$ cat config.mk
export PLATFORM = sky130hd
export DESIGN_NAME = decode_hazard_ctrl
export DESIGN_NICKNAME = d
export VERILOG_FILES = /design/src/rtl/cpu_ctrl_pkg.sv /design/src/rtl/hz_shadow_stage.sv /design/src/rtl/decode_hazard_ctrl.sv
export SDC_FILE = /design/constraint.sdc
export NUM_CORES = 1
export LEC_CHECK = 0
export CAP_MARGIN = 20
export CORE_MARGIN = 3
export CORE_UTILIZATION = 40
export DETAILED_ROUTE_END_ITERATION = 6
export PLACE_DENSITY_LB_ADDON = 0.15
export SKIP_CTS_REPAIR_TIMING = 1
export SLEW_MARGIN = 20
export SYNTH_ARGS = -nofsm -noshare
export SYNTH_HDL_FRONTEND = slang
export SYNTH_SLANG_ARGS = --single-unit
$ cat constraint.sdc
create_clock -name clk -period 2.7 [get_ports clk]
set_clock_uncertainty 0.05 [all_clocks]
set_input_delay 0.405 -clock clk [delete_from_list [all_inputs] [get_ports clk]]
set_output_delay 0.405 -clock clk [all_outputs]
set_load 0.005 [all_outputs]
$ cat src/rtl/cpu_ctrl_pkg.sv
// cpu_ctrl_pkg: shared types and constants for the decode-stage hazard/forwarding controller.
package cpu_ctrl_pkg;
  typedef enum logic [1:0] {FWD_RF = 2'b00, FWD_EXMEM = 2'b01, FWD_MEMWB = 2'b10} fwd_sel_t;
  typedef enum logic [1:0] {RUN, STALL, FLUSH} hz_state_t;
  typedef struct packed {
    logic       valid;
    logic [4:0] rd;
    logic       reg_write;
    logic       is_load;
  } shadow_entry_t;
  localparam logic [4:0] XZR = 5'd31;
endpackage

$ cat src/rtl/hz_shadow_stage.sv
// hz_shadow_stage: one resettable shadow copy of an in-flight destination, with "writes(r)" compares for two sources.
module hz_shadow_stage
  import cpu_ctrl_pkg::*;
#(
  parameter logic [4:0] ZERO_REG = XZR
) (
  input  logic          clk,
  input  logic          rst,
  input  shadow_entry_t i_d,
  input  logic [4:0]    i_ra,
  input  logic [4:0]    i_rb,
  output shadow_entry_t o_q,
  output logic          o_wa,
  output logic          o_wb
);
  shadow_entry_t r_q;
  logic          w_hit;
  always_ff @(posedge clk) r_q <= rst ? '0 : i_d;
  assign w_hit = r_q.valid & r_q.reg_write;
  assign o_wa  = w_hit & (r_q.rd == i_ra) & (i_ra != ZERO_REG);
  assign o_wb  = w_hit & (r_q.rd == i_rb) & (i_rb != ZERO_REG);
  assign o_q   = r_q;
endmodule

$ cat src/rtl/decode_hazard_ctrl.sv
// decode_hazard_ctrl: load-use stall, EX/MEM forwarding selects and branch flush for the decode stage.
// Define HAZARD_STATS_EN to add saturating stall_count/flush_count outputs.
module decode_hazard_ctrl
  import cpu_ctrl_pkg::*;
#(
  parameter int         FLUSH_CYCLES = 1,
  parameter logic [4:0] ZERO_REG     = XZR
) (
  input  logic       clk,
  input  logic       rst,
  input  logic       id_valid,
  input  logic [4:0] id_rn,
  input  logic [4:0] id_rm,
  input  logic       id_uses_rn,
  input  logic       id_uses_rm,
  input  logic [4:0] id_rd,
  input  logic       id_reg_write,
  input  logic       id_is_load,
  input  logic       br_taken,
  output logic       stall,
  output logic       bubble,
  output logic       flush,
  output logic [1:0] fwd_a,
  output logic [1:0] fwd_b
`ifdef HAZARD_STATS_EN
  ,
  output logic [31:0] stall_count,
  output logic [31:0] flush_count
`endif
);
  localparam logic [1:0] FL_LD = FLUSH_CYCLES > 1 ? 2'(FLUSH_CYCLES - 2) : 2'd0;
  shadow_entry_t w_id, w_ex_d, w_ex, w_mem, w_wb;
  logic          w_ea, w_eb, w_ma, w_mb, w_wa, w_wb_hit, w_chk_a, w_chk_b, w_lu, w_unused;
  hz_state_t     r_state, w_next;
  logic [1:0]    r_cnt, w_cnt_next;
  assign w_id   = '{valid: 1'b1, rd: id_rd, reg_write: id_reg_write, is_load: id_is_load};
  assign w_ex_d = (id_valid & ~stall & ~flush) ? w_id : '0;
  hz_shadow_stage #(.ZERO_REG(ZERO_REG)) u_ex (
    .clk(clk), .rst(rst), .i_d(w_ex_d), .i_ra(id_rn), .i_rb(id_rm), .o_q(w_ex), .o_wa(w_ea), .o_wb(w_eb)
  );
  hz_shadow_stage #(.ZERO_REG(ZERO_REG)) u_mem (
    .clk(clk), .rst(rst), .i_d(w_ex), .i_ra(id_rn), .i_rb(id_rm), .o_q(w_mem), .o_wa(w_ma), .o_wb(w_mb)
  );
  // The register file writes before it is read, so a WB match never needs a bypass.
  hz_shadow_stage #(.ZERO_REG(ZERO_REG)) u_wb (
    .clk(clk), .rst(rst), .i_d(w_mem), .i_ra(id_rn), .i_rb(id_rm), .o_q(w_wb), .o_wa(w_wa), .o_wb(w_wb_hit)
  );
  assign w_unused = ^{w_wb, w_wa, w_wb_hit};
  assign w_chk_a  = id_valid & id_uses_rn;
  assign w_chk_b  = id_valid & id_uses_rm;
  assign fwd_a    = !w_chk_a ? FWD_RF : w_ea ? FWD_EXMEM : w_ma ? FWD_MEMWB : FWD_RF;
  assign fwd_b    = !w_chk_b ? FWD_RF : w_eb ? FWD_EXMEM : w_mb ? FWD_MEMWB : FWD_RF;
  assign w_lu     = w_ex.is_load & ((w_chk_a & w_ea) | (w_chk_b & w_eb));
  always_ff @(posedge clk) begin
    if (rst) begin
      r_state <= RUN;
      r_cnt   <= '0;
    end else begin
      r_state <= w_next;
      r_cnt   <= w_cnt_next;
    end
  end
  // A taken branch always (re)starts a full flush window and overrides any stall.
  always_comb begin
    w_next     = RUN;
    w_cnt_next = r_cnt;
    stall      = 1'b0;
    bubble     = 1'b0;
    flush      = br_taken | (r_state == FLUSH);
    if (br_taken) begin
      w_next     = FLUSH_CYCLES > 1 ? FLUSH : RUN;
      w_cnt_next = FL_LD;
    end else if (r_state == FLUSH) begin
      w_next     = r_cnt == 2'd0 ? RUN : FLUSH;
      w_cnt_next = r_cnt == 2'd0 ? 2'd0 : r_cnt - 2'd1;
    end else if (r_state == RUN && w_lu) begin
      stall  = 1'b1;
      bubble = 1'b1;
      w_next = STALL;
    end
  end
`ifdef HAZARD_STATS_EN
  always_ff @(posedge clk) begin
    if (rst) begin
      stall_count <= '0;
      flush_count <= '0;
    end else begin
      if (stall && ~&stall_count) stall_count <= stall_count + 32'd1;
      if (flush && ~&flush_count) flush_count <= flush_count + 32'd1;
    end
  end
`endif
endmodule

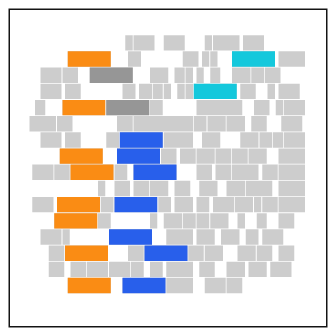
Figure 1: run 1, sequential cells coloured by netlist name.
Other sequential cells in the stronger grey, the rest of the logic in the fainter grey.
- `u_mem.o_q`: blue (placed flops 7)
- `u_ex.o_q`: orange (placed flops 8)
- `r_cnt`: cyan (placed flops 2)
share of the core filled with cells: 0.7141
area occupied by registers: 380.4 um^2
Flop+latch power: 289 uW
share of cell area taken by flip-flops and latches: 0.2634

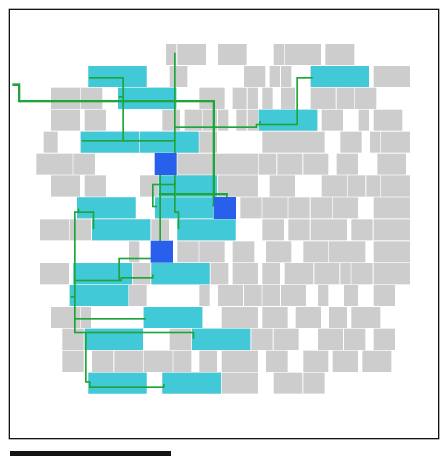
Figure 2: run 1, routed clock nets over the placement.
Scale bar: 20 um.
- clock wires: green (length 219 um)
- flip-flops: cyan (count 19)
- cells driving clock nets: blue (count 3)
- routed clock nets: 4
clk_lat worst skew: 0.29 ns
power in the clock group: 140 uW
clock power share: 0.267

==> notes.md, run 1 <==
Results of the flow run.

The combinational cell fraction of total power stands at 0.180. The wire length per cell after detailed routing stands at 12.81 um. The maximum single-stage delay on the critical path stands at 0.48 ns.

Per the timing report, the most critical flop-to-flop path originates at u_ex.o_q[3]$_SDFF_PP0_. Logic depth along the worst register-to-register path is recorded as 8. The detail route stage leaves a number of antenna-violating nets equal to 0. The flow ran to the end, and the final reports show no timing, DRC or antenna violations. In this run the most critical hold path is launched from u_ex.o_q[1]$_SDFF_PP0_.

The worst pin sits at a relative slew slack of 0.7674. The static leakage power stands at 0.6901 nW. The final hold violation count recorded for this run is 0. The initial DRC count stands at 14. The total internal power stands at 402.0 uW. The tree built by TritonCTS fans out to 19 sinks. After the last flow step, the layout net total stands at 170. The DRC violation count after routing stands at 0.

After global routing the overflow that remains totals 0. The warning count from the yosys run stands at 0. The antenna diode count stands at 0. For this run, the number of standard cells in the final layout without fillers is 173. By startpoint and endpoint, the worst setup path is classified as in -> out. The number of global-route vias before repair stands at 838. On the critical path the data arrives at 2.24 ns. For this run, the final setup violation count is recorded as 0. Post-route period utilization is reported as 0.9970. For reference, the top cells by area after synthesis are dfxtp_1 (43%), xor2_1 (12%), xnor2_1 (7.9%).
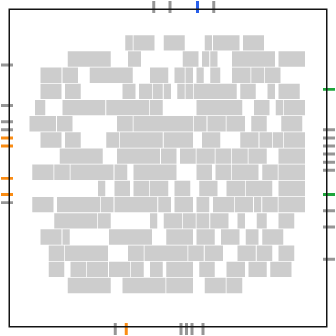
Figure 3: run 1, I/O pins on the die edge.
Pins as bars across the die edge, other pins in grey.
- `id_uses_rm`: blue (pins 1; direction input; edge top)
- `fwd_a`: green (pins 2; direction output; edge right)
- `id_rd`: orange (pins 5; direction input; edge 4 left, 1 bottom)
buffers added on ports: 29
die extent in x: 53.13 um
Die Ht: 53.13 um

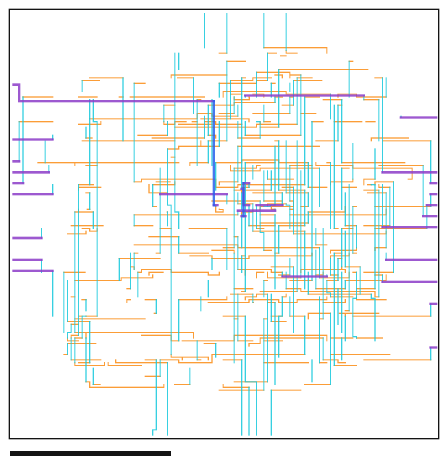
Figure 4: run 1, metal layers overlaid.
Scale bar: 20 um.
- met2: cyan (wire length 1050 um)
- met1: orange (wire length 1020 um)
- met4: blue (wire length 17.0 um)
- met3: purple (wire length 131 um)
vias: 872
All-Layer GR Usage: 0.1675
wire length after detailed routing: 2.216 mm

-- run 1: cells by family after synthesis --
family / Yosys count / synth area share
XOR/XNOR: 20 / 0.1972
flip-flops: 19 / 0.4282
AND-OR/OR-AND: 7 / 0.07466
AND/OR/NAND/NOR: 44 / 0.2831
buffers and inverters: 3 / 0.01691
-- run 1: final cells by class --
type / count / area, um^2
clock buffer: 4 / 26.28
fill: 160 / 578.1
inverter: 2 / 7.507
multi-input combinational: 71 / 528.0
sequential: 19 / 380.4
tap: 27 / 33.78
timing repair buffer: 50 / 467.9
-- run 1: stage by stage --
| stage | hold WS [ns] | area, um^2 | TNS, ns | util | power (mW) |
|---|---|---|---|---|---|
| finish | 0.4186 | 1444 | 0 | 0.7141 | 0.5234 |
| global placement | 0.3821 | 1340 | -1.134 | 0.6627 | 0.3830 |
| global route | 0.4333 | 1444 | -0.1695 | 0.7141 | 0.5454 |
| floorplan | 0.3733 | 888.4 | 0 | - | 0.3229 |
| detailed placement | 0.3946 | 1340 | -1.282 | 0.6627 | 0.3847 |
| CTS | 0.4093 | 1366 | -1.305 | 0.6757 | 0.5204 |
-- run 1: per-layer routing --
layer,GRT usage,routed length [um],vias to the layer above,share of wire
li1,-,-,425,-
met4,0.03830,17,0,0.0077
met2,0.2934,1047,34,0.47
met3,0.03380,131,4,0.059
met5,0,0,-,0
met1,0.2085,1020,409,0.46
-- run 1: worst reg2reg max path: stages (launching register included) --
cell and delay (ns):
dfxtp_1 0.33, buf_4 0.14, xor2_1 0.16, nor4_2 0.40
nand3_2 0.14, buf_4 0.17, a2111oi_4 0.32, buf_4 0.21
nor3b_1 0.06
-- run 1: sequential cells by signal (all words and copies together), names as in the netlist --
register and flops:
u_mem.o_q 7, r_state 2, r_cnt 2, u_ex.o_q 8
-- run 1: worst max path at each step --
| stage | startpoint | endpoint | slack (ns) | cells past startpoint |
|---|---|---|---|---|
| 6_report | id_rn[0] | fwd_a[0] | 0.008 | 7 |
| 5_1_grt | id_rn[0] | stall | -0.06 | 7 |
| 4_1_cts | id_rm[1] | stall | -0.48 | 6 |
| 3_5_place_dp | id_rm[1] | stall | -0.48 | 6 |
| 3_3_place_gp | id_rm[2] | stall | -0.44 | 6 |
| 2_1_floorplan | id_rm[2] | stall | 0.29 | 5 |
-- run 1: power groups by stage --
| stage | clock, mW | sequential, mW | combinational (mW) |
|---|---|---|---|
| final | 0.140 | 0.289 | 0.0942 |
| after global routing | 0.154 | 0.290 | 0.101 |
| after CTS | 0.141 | 0.289 | 0.0897 |
| after detailed placement | 0 | 0.296 | 0.0890 |
| after global placement | 0 | 0.296 | 0.0875 |
| after floorplan | 0 | 0.295 | 0.0281 |
-- run 1: placed cells by master, fill, tap and decap left out, drive strengths merged, types with 2 or more instances in the layout --
cell,instances
buf,22
dfxtp,19
clkdlybuf4s50,18
xor2,12
dlymetal6s2s,10
xnor2,8
nor2,7
nor3b,7
nor2b,7
nand2,7
clkbuf,4
nand2b,3
nor4,3
nand3,3
nand4,2
and3,2
inv,2
a21oi,2
a31oi,2
a2111oi,2
--- run 2 (diff from run 1) ---
- CTS_CLUSTER_SIZE: unset -> 10
- GPL_ROUTABILITY_DRIVEN: unset -> 1
- SLEW_MARGIN: 20 -> unset
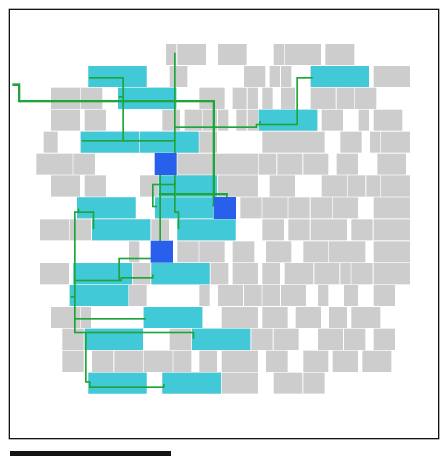
Figure 5: run 2, routed clock nets over the placement.
Scale bar: 20 um.
- cells driving clock nets: blue (count 3)
- clock wires: green (length 219 um)
- flip-flops: cyan (count 19)
- routed clock nets: 4

==> notes.md, run 2 <==
Results of the flow run.

After detailed routing, the total wire length is 2.216 mm. The die width stands at 53.13 um. Power comes to 523.4 uW. The synthesis report lists the Yosys warning total as 0. The final instance area stands at 1444 um^2.

For the worst setup path, the data arrival time is 2.24 ns. The worst-case max-slew headroom was logged as 0.7674. The die is 53.13 um tall. Port buffering added 29 buffers. Across all layers, the routed design uses 872 vias. The main area contributors are dfxtp_1 (43%), xor2_1 (12%), xnor2_1 (7.9%). Recorded from the global router log, the overflow total was 0. The library cell used most frequently in the layout, excluding fill and tap cells, is buf_4. The area after detailed placement stands at 1340 um^2.

The setup path with the least slack is of type in -> out. In this run the most critical hold path is launched from u_ex.o_q[1]$_SDFF_PP0_. After the flow finishes, the layout carries non-filler instances totaling 173. The static leakage power stands at 0.6901 nW. The flip-flop count of the largest register, all copies and words added stands at 8. In the final report, the number of hold violations comes to 0.

The final-report setup violation count stands at 0. The antenna diode count stands at 0. The final clock period utilization by the worst path stands at 0.9970. The worst register-to-register path begins at u_ex.o_q[3]$_SDFF_PP0_. The flow ran to the end, and the final reports show no timing, DRC or antenna violations. The source-to-sink clock delay at the later pin of the worst-skew pair stands at 0.29 ns.

The overall track demand over capacity in global routing stands at 0.1675. The number of global-route vias before repair is 838. The script parses the final routing iteration and logs DRC violations as 0.

The wire length per cell after detailed routing stands at 12.81 um. For the final routed database, the setup TNS stands at 0 ns. The critical path ends at fwd_a[0]. Once detail routing completed, the nets flagged for antenna violations numbered 0.

Leaving out fill and tap cells, the most frequent cells in the layout are buf_4 (21), dfxtp_1 (19), clkdlybuf4s50_1 (18), xor2_1 (12), dlymetal6s2s_1 (10).
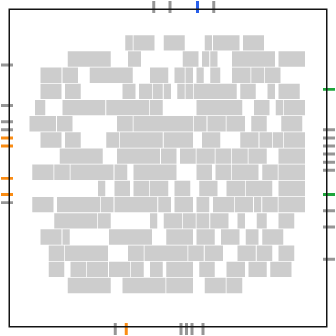
Figure 6: run 2, I/O pins on the die edge.
Pins as bars across the die edge, other pins in grey.
- `fwd_a`: green (pins 2; direction output; edge right)
- `id_uses_rm`: blue (pins 1; direction input; edge top)
- `id_rd`: orange (pins 5; direction input; edge 4 left, 1 bottom)
- all pins by edge: 11 right, 9 left, 6 bottom, 4 top

run 2: cell counts in the layout (fill, tap and decap cells not counted):
No cell type changed its count.
run 2: worst min-delay path by stage:
stage / end / slack, ns / depth (start not counted)
3_5_place_dp: r_cnt[1]$_SDFFE_PP0P_ / 0.39 / 2
2_1_floorplan: r_cnt[1]$_SDFFE_PP0P_ / 0.37 / 2
4_1_cts: r_cnt[1]$_SDFFE_PP0P_ / 0.41 / 2
6_report: u_mem.o_q[1]$_SDFF_PP0_ / 0.42 / 1
5_1_grt: u_mem.o_q[7]$_SDFF_PP0_ / 0.43 / 1
3_3_place_gp: r_cnt[1]$_SDFFE_PP0P_ / 0.38 / 2
run 2: cells by family after synthesis:
family / share of synthesized area
buffers and inverters: 0.01691
DFF: 0.4282
AOI/OAI and AO/OA: 0.07466
and+or+nand+nor: 0.2831
xor gates and xnor gates: 0.1972
run 2: layout make-up:
class	instances	area (um^2)
clock buffer	4	26.28
fill	160	578.1
inverter	2	7.507
multi-input combinational	71	528.0
sequential	19	380.4
tap	27	33.78
timing repair buffer	50	467.9
run 2: report_power, final:
group,total [mW],switching (mW),leakage [nW],internal [mW]
registers,0.289,0.00384,0.154,0.285
logic,0.0942,0.0350,0.521,0.0592
clock network,0.140,0.0826,0.0150,0.0573
run 2: worst max-delay path, cell delays in order:
cell and delay (ns):
clkdlybuf4s50_1 0.46, xor2_1 0.17, nor4_2 0.38, nand3_2 0.13, buf_4 0.16, inv_1 0.04
clkdlybuf4s50_1 0.48
run 2: per-layer routing:
metal	vias up	wire, um	global-route usage
met2	34	1047	0.2934
li1	425	-	-
met1	409	1020	0.2085
met4	0	17	0.03830
met3	4	131	0.03380
met5	-	0	0
run 2: through the flow:
step	setup WS (ns)	util
after floorplan	0.2933	-
after global placement	-0.4417	0.6627
after detailed placement	-0.4763	0.6627
after CTS	-0.4812	0.6757
after global routing	-0.05989	0.7141
final	0.008038	0.7141
--- run 3 (diff from run 2) ---
- SLEW_MARGIN: unset -> 20
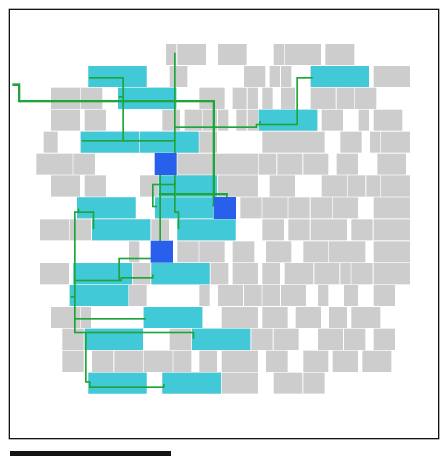
Figure 7: run 3, routed clock nets over the placement.
Scale bar: 20 um.
- flip-flops: cyan (count 19)
- clock wires: green (length 219 um)
- cells driving clock nets: blue (count 3)
- routed clock nets: 4

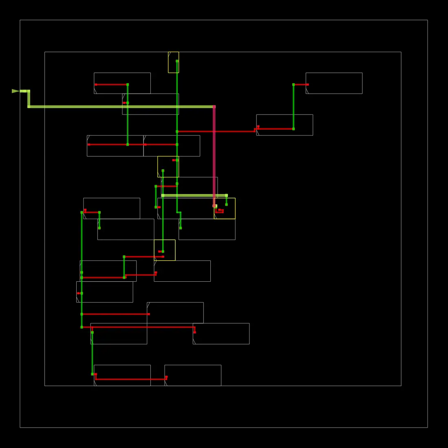
Figure 8: run 3, clock routing.
number of buffers added by the clock tree synthesis step: 3
number of clock-tree buffers in the layout: 4

==> notes.md, run 3 <==
Results of the flow run.

The number of sinks driven by the clock tree stands at 19. In this design, the critical path's most frequently occurring cell is clkdlybuf4s50_1. The final clock period utilization by the worst path stands at 0.9970. Ranking logic cells in the layout by count gives the top entries buf_4 (21), dfxtp_1 (19), clkdlybuf4s50_1 (18), xor2_1 (12), dlymetal6s2s_1 (10).

For the final routed database, the setup TNS stands at 0 ns. For this run the aggregate overflow at the end of global routing stands at 0. For this run, the number of standard cells in the final layout without fillers is 173.

The source-to-sink clock delay at the later pin of the worst-skew pair stands at 0.29 ns. The wire length per cell after detailed routing stands at 12.81 um. The static leakage power stands at 0.6901 nW. The maximum single-stage delay on the critical path stands at 0.48 ns. For this run, the total global-route usage over all layers was measured as 0.1675. The count of buffer and inverter cells on the critical path stands at 4. The slowest stage of the critical path belongs to the cell clkdlybuf4s50_1. The warning tally printed by Yosys for this design is 0. The final-report setup violation count stands at 0.

Per the post-route antenna check, the number of violating nets is 0. TritonRoute reported its final design rule violation total as 0. The number of global-route vias before repair stands at 838. Leaving out fill and tap cells, the most frequent cell in the layout is buf_4. In this design, the largest share of critical-path delay is due to buffers and inverters.

Once layout is done, the placed cells without fillers occupy 1444 um^2. The area after detailed placement stands at 1340 um^2. At the end of the flow, the number of nets in the layout was 170. Counting endpoints that fail hold in the final report gives 0. The antenna diode count stands at 0. Per the placement log, port buffering inserted 29 buffers. The run finished with clean final reports. In this run the tightest slew margin relative to its limit is 0.7674.

By area the synthesized netlist is led by dfxtp_1 (43%), xor2_1 (12%), xnor2_1 (7.9%). The final route contains 872 vias.
-- run 3: cell counts in the layout (fill, tap and decap cells not counted) --
No cell type changed its count.
-- run 3: worst paths after layout --
path                                              from                       to  slack (ns)  depth (start not counted)
worst max-delay path                          id_rn[0]                 fwd_a[0]       0.008                          7
worst max register to register  u_ex.o_q[3]$_SDFF_PP0_   u_ex.o_q[1]$_SDFF_PP0_        0.62                          8
worst min register to register  u_ex.o_q[1]$_SDFF_PP0_  u_mem.o_q[1]$_SDFF_PP0_        0.42                          1
worst min-delay path            u_ex.o_q[1]$_SDFF_PP0_  u_mem.o_q[1]$_SDFF_PP0_        0.42                          1
-- run 3: cells by family (layout without fill, tap and decap cells) --
group | after synthesis | after routing | synth area share
AOI/OAI and AO/OA | 7 | 7 | 0.07466
and+or+nand+nor | 44 | 44 | 0.2831
buffers and inverters | 3 | 56 | 0.01691
DFF | 19 | 19 | 0.4282
xor gates and xnor gates | 20 | 20 | 0.1972
-- run 3: area by class of cell --
cell class                 instances  area (um^2)
fill                             160        578.1
multi-input combinational         71        528.0
timing repair buffer              50        467.9
sequential                        19        380.4
tap                               27        33.78
clock buffer                       4        26.28
inverter                           2        7.507
-- run 3: layer usage --
metal | routed length, um | global-route usage | vias to the layer above
met4 | 17 | 0.03830 | 0
met1 | 1020 | 0.2085 | 409
met3 | 131 | 0.03380 | 4
li1 | - | - | 425
met5 | 0 | 0 | -
met2 | 1047 | 0.2934 | 34
-- run 3: metrics by stage --
step | worst slack, ns | hold WS [ns] | util | power (mW)
4_1_cts | -0.4812 | 0.4093 | 0.6757 | 0.5204
3_5_place_dp | -0.4763 | 0.3946 | 0.6627 | 0.3847
5_1_grt | -0.05989 | 0.4333 | 0.7141 | 0.5454
6_report | 0.008038 | 0.4186 | 0.7141 | 0.5234
3_3_place_gp | -0.4417 | 0.3821 | 0.6627 | 0.3830
2_1_floorplan | 0.2933 | 0.3733 | - | 0.3229
-- run 3: power breakdown --
| group | switching (mW) | internal [mW] | leakage [nW] |
|---|---|---|---|
| Clock | 0.0826 | 0.0573 | 0.0150 |
| Combinational | 0.0350 | 0.0592 | 0.521 |
| Sequential | 0.00384 | 0.285 | 0.154 |
Power and IR drop assume default switching activity.
